==> images/pdn.png <==
The bar under the picture is 10 um long. Pins as bars on the die edge.
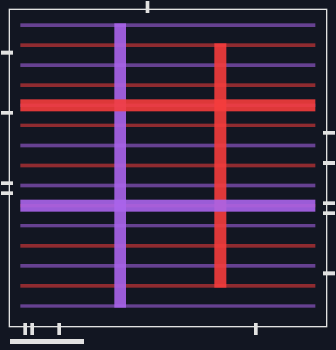
==> images/cell_classes.png <==
Fill, decap, tap and diode cells in gray.
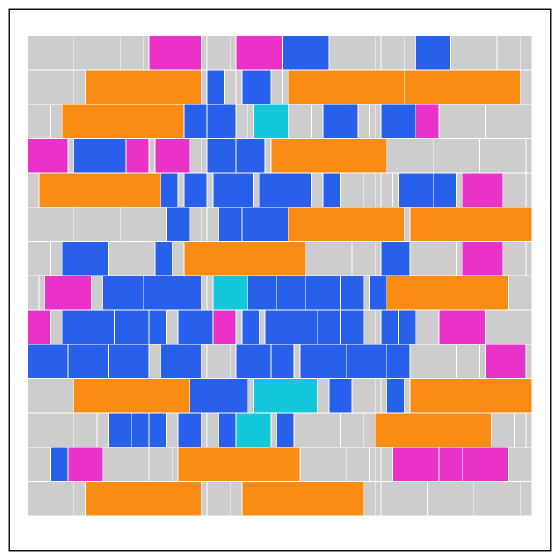
**src/rtl/color_pkg.sv**
```systemverilog
// Shared definitions for the color FSM and its command transmitter:
// state encoding, command codes, output codes and small helper functions.
package color_pkg;

  typedef enum logic [1:0] {
    COLOR_BLUE     = 2'd0,
    COLOR_RED      = 2'd1,
    COLOR_HSV_IDLE = 2'd2
  } color_e;

  localparam logic [1:0] CMD_TO_RED = 2'd0;
  localparam logic [1:0] CMD_TOGGLE = 2'd1;
  localparam logic [1:0] CMD_TO_HSV = 2'd2;
  localparam logic [1:0] CMD_NOP    = 2'd3;

  localparam logic [1:0] OUT_BLUE = 2'd1;
  localparam logic [1:0] OUT_RED  = 2'd2;

  // State reached by the downstream FSM after it consumes one command.
  function automatic logic [1:0] color_next(input logic [1:0] st, input logic [1:0] c);
    logic [1:0] nxt;
    nxt = st;
    case (c)
      CMD_TOGGLE: begin
        if (st == COLOR_BLUE)     nxt = COLOR_RED;
        else if (st == COLOR_RED) nxt = COLOR_BLUE;
        else                      nxt = st;
      end
      CMD_TO_HSV: begin
        if (st == COLOR_RED) nxt = COLOR_HSV_IDLE;
        else                 nxt = st;
      end
      CMD_TO_RED: begin
        if (st == COLOR_HSV_IDLE) nxt = COLOR_RED;
        else                      nxt = st;
      end
      default: nxt = st;
    endcase
    return nxt;
  endfunction

  // Value the downstream FSM shows on its out port in a given state.
  function automatic logic [1:0] color_out(input logic [1:0] st);
    return (st == COLOR_BLUE) ? OUT_BLUE : OUT_RED;
  endfunction

endpackage

```
**src/rtl/color_tx_path.sv**
```systemverilog
// Combinational path planner: command steps from the shadow state to the
// requested target. Illegal targets or shadows yield a zero-step path.
module color_tx_path
  import color_pkg::*;
(
  input  logic [1:0] shadow,
  input  logic [1:0] target,
  output logic [1:0] nsteps,
  output logic [1:0] step0,
  output logic [1:0] step1
);

  // Lookup of the at-most-two-step command path for each (shadow, target) pair.
  always_comb begin
    nsteps = 2'd0;
    step0  = CMD_NOP;
    step1  = CMD_NOP;
    case ({shadow, target})
      {COLOR_BLUE, COLOR_RED}: begin
        nsteps = 2'd1; step0 = CMD_TOGGLE;
      end
      {COLOR_BLUE, COLOR_HSV_IDLE}: begin
        nsteps = 2'd2; step0 = CMD_TOGGLE; step1 = CMD_TO_HSV;
      end
      {COLOR_RED, COLOR_BLUE}: begin
        nsteps = 2'd1; step0 = CMD_TOGGLE;
      end
      {COLOR_RED, COLOR_HSV_IDLE}: begin
        nsteps = 2'd1; step0 = CMD_TO_HSV;
      end
      {COLOR_HSV_IDLE, COLOR_RED}: begin
        nsteps = 2'd1; step0 = CMD_TO_RED;
      end
      {COLOR_HSV_IDLE, COLOR_BLUE}: begin
        nsteps = 2'd2; step0 = CMD_TO_RED; step1 = CMD_TOGGLE;
      end
      default: begin
        nsteps = 2'd0; step0 = CMD_NOP; step1 = CMD_NOP;
      end
    endcase
  end

endmodule

```
**src/rtl/color_cmd_tx.sv**
```systemverilog
// Command transmitter for the color FSM: accepts a target state, issues the
// planned command sequence and tracks a shadow of the downstream state.
// Optional feature macro COLOR_CMD_TX_CHECK_EN adds the WAIT state that
// confirms each step on fsm_out, with a mismatch timeout into a sticky error.
module color_cmd_tx
  import color_pkg::*;
#(
  parameter int TIMEOUT = 8
) (
  input  logic       clk,
  input  logic       rst_n,
  input  logic       req_valid,
  input  logic [1:0] req_target,
  output logic       req_ready,
  output logic [1:0] cmd,
  input  logic [1:0] fsm_out,
  output logic       done,
  output logic       err,
  output logic [1:0] cur_state
);

  localparam logic [2:0] S_IDLE  = 3'd0;
  localparam logic [2:0] S_ISSUE = 3'd1;
  localparam logic [2:0] S_DONE  = 3'd3;
  localparam logic [2:0] S_ERR   = 3'd4;
`ifdef COLOR_CMD_TX_CHECK_EN
  localparam logic [2:0] S_WAIT  = 3'd2;
  localparam logic [7:0] TIMEOUT_C = 8'(TIMEOUT);
`endif

  logic [2:0] state_q, state_d;
  logic [1:0] shadow_q, shadow_d;
  logic [1:0] nsteps_q, nsteps_d;
  logic [1:0] step0_q, step0_d;
  logic [1:0] step1_q, step1_d;
  logic       idx_q, idx_d;
  logic [1:0] cmd_q, cmd_d;
  logic       done_q, ready_q;
  logic [1:0] plan_nsteps_s, plan_step0_s, plan_step1_s;
  logic [1:0] step_cmd_s;
  logic       more_s;
  logic       illegal_s;

`ifdef COLOR_CMD_TX_CHECK_EN
  logic [7:0] cnt_q, cnt_d;
  logic       err_q;
  assign illegal_s = (req_target == 2'd3);
  assign err       = err_q;
`else
  logic unused_s;
  assign illegal_s = 1'b0;
  assign err       = 1'b0;
  assign unused_s  = ^{fsm_out, 8'(TIMEOUT)};
`endif

  color_tx_path u_path (
    .shadow (shadow_q),
    .target (req_target),
    .nsteps (plan_nsteps_s),
    .step0  (plan_step0_s),
    .step1  (plan_step1_s)
  );

  assign step_cmd_s = idx_q ? step1_q : step0_q;
  assign more_s     = (~idx_q) & (nsteps_q == 2'd2);
  assign req_ready  = ready_q;
  assign cmd        = cmd_q;
  assign done       = done_q;
  assign cur_state  = shadow_q;

  // Next-state logic: sequencing of accept, issue, confirm, done and error.
  always_comb begin
    state_d  = state_q;
    shadow_d = shadow_q;
    nsteps_d = nsteps_q;
    step0_d  = step0_q;
    step1_d  = step1_q;
    idx_d    = idx_q;
    cmd_d    = CMD_NOP;
`ifdef COLOR_CMD_TX_CHECK_EN
    cnt_d    = cnt_q;
`endif
    case (state_q)
      S_IDLE: begin
        if (req_valid) begin
          if (illegal_s) begin
            state_d = S_ERR;
          end else begin
            nsteps_d = plan_nsteps_s;
            step0_d  = plan_step0_s;
            step1_d  = plan_step1_s;
            idx_d    = 1'b0;
            if (plan_nsteps_s == 2'd0) begin
              state_d = S_DONE;
            end else begin
              state_d = S_ISSUE;
              cmd_d   = plan_step0_s;
            end
          end
        end else begin
          state_d = S_IDLE;
        end
      end
      S_ISSUE: begin
        shadow_d = color_next(shadow_q, step_cmd_s);
`ifdef COLOR_CMD_TX_CHECK_EN
        state_d = S_WAIT;
        cnt_d   = 8'd0;
`else
        if (more_s) begin
          idx_d   = 1'b1;
          state_d = S_ISSUE;
          cmd_d   = step1_q;
        end else begin
          state_d = S_DONE;
        end
`endif
      end
`ifdef COLOR_CMD_TX_CHECK_EN
      S_WAIT: begin
        if (fsm_out == color_out(shadow_q)) begin
          if (more_s) begin
            idx_d   = 1'b1;
            state_d = S_ISSUE;
            cmd_d   = step1_q;
          end else begin
            state_d = S_DONE;
          end
        end else if (cnt_q == (TIMEOUT_C - 8'd1)) begin
          state_d = S_ERR;
        end else begin
          cnt_d = cnt_q + 8'd1;
        end
      end
`endif
      S_DONE:  state_d = S_IDLE;
      S_ERR:   state_d = S_ERR;
      default: state_d = S_IDLE;
    endcase
  end

  // State, path and registered-output flops; downstream resets to Red too.
  always_ff @(posedge clk or negedge rst_n) begin
    if (!rst_n) begin
      state_q  <= S_IDLE;
      shadow_q <= COLOR_RED;
      nsteps_q <= 2'd0;
      step0_q  <= CMD_NOP;
      step1_q  <= CMD_NOP;
      idx_q    <= 1'b0;
      cmd_q    <= CMD_NOP;
      done_q   <= 1'b0;
      ready_q  <= 1'b1;
    end else begin
      state_q  <= state_d;
      shadow_q <= shadow_d;
      nsteps_q <= nsteps_d;
      step0_q  <= step0_d;
      step1_q  <= step1_d;
      idx_q    <= idx_d;
      cmd_q    <= cmd_d;
      done_q   <= (state_d == S_DONE);
      ready_q  <= (state_d == S_IDLE);
    end
  end

`ifdef COLOR_CMD_TX_CHECK_EN
  // Confirm-timeout counter and sticky error flag.
  always_ff @(posedge clk or negedge rst_n) begin
    if (!rst_n) begin
      cnt_q <= 8'd0;
      err_q <= 1'b0;
    end else begin
      cnt_q <= cnt_d;
      err_q <= (state_d == S_ERR);
    end
  end
`endif

endmodule

```
**config.mk**
```make
export PLATFORM = sky130hd
export DESIGN_NAME = color_cmd_tx
export DESIGN_NICKNAME = d
export VERILOG_FILES = /design/src/rtl/color_pkg.sv /design/src/rtl/color_tx_path.sv /design/src/rtl/color_cmd_tx.sv
export SDC_FILE = /design/constraint.sdc
export NUM_CORES = 1
export LEC_CHECK = 0
export CAP_MARGIN = 20
export CORE_UTILIZATION = 51
export DETAILED_ROUTE_END_ITERATION = 16
export GPL_TIMING_DRIVEN = 0
export HOLD_SLACK_MARGIN = 0.03
export PLACE_DENSITY = 0.79
export SYNTH_ARGS = -nofsm -noshare
export SYNTH_HDL_FRONTEND = slang
export SYNTH_SLANG_ARGS = --single-unit
export TNS_END_PERCENT = 50
```
**constraint.sdc**
```tcl
create_clock -name clk -period 1.7 [get_ports clk]
set_input_delay 0.425 -clock clk [delete_from_list [all_inputs] [get_ports clk]]
set_output_delay 0.425 -clock clk [all_outputs]
set_load 0.005 [all_outputs]
```
==> impl_metrics.csv <==
group,metric,value,unit
status,status,"complete, no violations",
grt,gr-usage-met2,0.3091,
clock_network,cts-root-buf,"clkbuf_4",
synth,ys_sh_xor,0.03088,
synth,largest_area_cell,"dfstp_2",
synth,edf_count,0,
critical_path,path_class,"reg2out",
critical_path,worstSetupStartpoint,"cur_state[1]",
timing,hold_ws,485.5,ps
clock_network,clk_latency,290,ps
die,die_area,1836,um^2
synth,synth_flops,16,
detailed_routing,vias,673,
grt,grt_max_degree,17,
timing,slew_violations,0,
cells_and_area,comb_area_frac,0.3930,
power,top_power_group,"combinational logic",
critical_path,timing.critical_path.depth,1,
clock_network,postCtsSetupBuffers,1,
synth,top_cell,"nand2_1",
die,core-area,1524,um^2
cells_and_area,fillers,122,
critical_path,cp_data_required_time,1270,ps
die,n_tap_cell,16,
synth,logic_family,"simple AND/OR/NAND/NOR gates",
critical_path,crit_path_end_kind,"output pin",
die,fp-utilization,0.5583,
cells_and_area,largest_reg_flops,3,
cells_and_area,combGateArea,392.9,um^2
min_path,min_from,"nsteps_q[1]",
min_path,min_path_cells,2,
timing,maxSlewHeadroom,0.5371,
cells_and_area,clkbuf_count,4,
cells_and_area,lay_top_cells,"nand2_1 (9), dfstp_2 (8), dfrtp_1 (8), buf_2 (5), clkdlybuf4s50_1 (5)",
placement,port-buffer-count,9,
clock_network,cts-resized-gates,4,
detailed_routing,wl_met1,732,um
synth,top_cell_area_share,0.2471,
synth,mux_share,0.07647,
cells_and_area,regArea,410.4,um^2
critical_path,slowest_stage,"clkdlybuf4s50_1",
cells_and_area,dominant_cells,"registers",
detailed_routing,routedWlPerCell,14.14,um
cells_and_area,final_util,0.6560,
clock_network,path_clk_slew,100,ps
timing,fin_ws,107.5,ps
synth,ys_sh_aoi,0.1309,
detailed_routing,antenna_left,0,
power,p_clk_frac,0.141,
cells_and_area,finalNetCount,105,
power,p_total,0.001801,W
flow_run,warning_count,28,
grt,top_usage_layer,"met2",
power,power.density,1802,nW/um^2
cells_and_area,clock_area_frac,0.03630,
placement,hpwlAfterDp,1138,um
synth,fa_ha_area_frac,0,
synth,ys_warn_count,0,
grt,grt_util_met3,0.02979,
detailed_routing,drtIter0Drc,20,
power,pg_clk,0.000255,W
placement,place_ws,-149.7,ps
critical_path,cp_max_fo,2,
synth,simple_gate_area_frac,0.2191,
clock_network,clock_path_buffers,2,
clock_network,postCtsHoldBufs,0,
cells_and_area,num-nonclk-buffers,17,
synth,syn_inst,83,
cells_and_area,drive_gt1_frac,0.2680,
clock_network,cts_htree_levels,1,
grt,track_usage,0.1973,
timing,tightest_slew,692.2,ps
cells_and_area,logic_gates,59,
power,p_sw,0.0006773,W
detailed_routing,highest_layer,"met4",
detailed_routing,routed_wl,1598,um
power,pg_seq,0.000697,W
power,irDropWorstVdd,0.9940,mV
timing,setup_violations,0,
timing,final_hold_viol_count,0,
critical_path,crit_chain,"clkdlybuf4s50_1",
power,combPwrFrac,0.472,
synth,async_flop_share,1.000,
timing,fmax,628.0,MHz
timing,final.setup_skew,6.460,ps
die,dieHeight,42.85,um
critical_path,reg2regPathDepth,6,
cells_and_area,layout_top_cell_excl_fill_tap,"nand2_1",
synth,yosysChipArea,850.8,um^2
critical_path,startpoint_type,"flop",
critical_path,critPathArrivalTime,1170,ps
power,internal-power,0.001124,W
cells_and_area,fin_cells,113,
grt,grt_overflow_total,0,
critical_path,cp_top_family,"buffers and inverters",
timing,fin_crit,1592,ps
Back to the opening pictures, pdn.png:
| color | net |
|---|---|
| purple | VSS |
| red | VDD |
rows: 14
met1 rails: 15

Back to the opening pictures, cell_classes.png:
| color | class | cells | share of their area |
|---|---|---|---|
| magenta | other buffers and delay cells | 17 | 14% |
| blue | all other logic | 60 | 40% |
| orange | flip-flops | 16 | 42% |
| cyan | clock drivers and dummy loads | 4 | 3.7% |
row cnt: 14
Finished Cell Area: 999.7 um^2

No activity file was given, so power comes from the tool's default toggle rates.
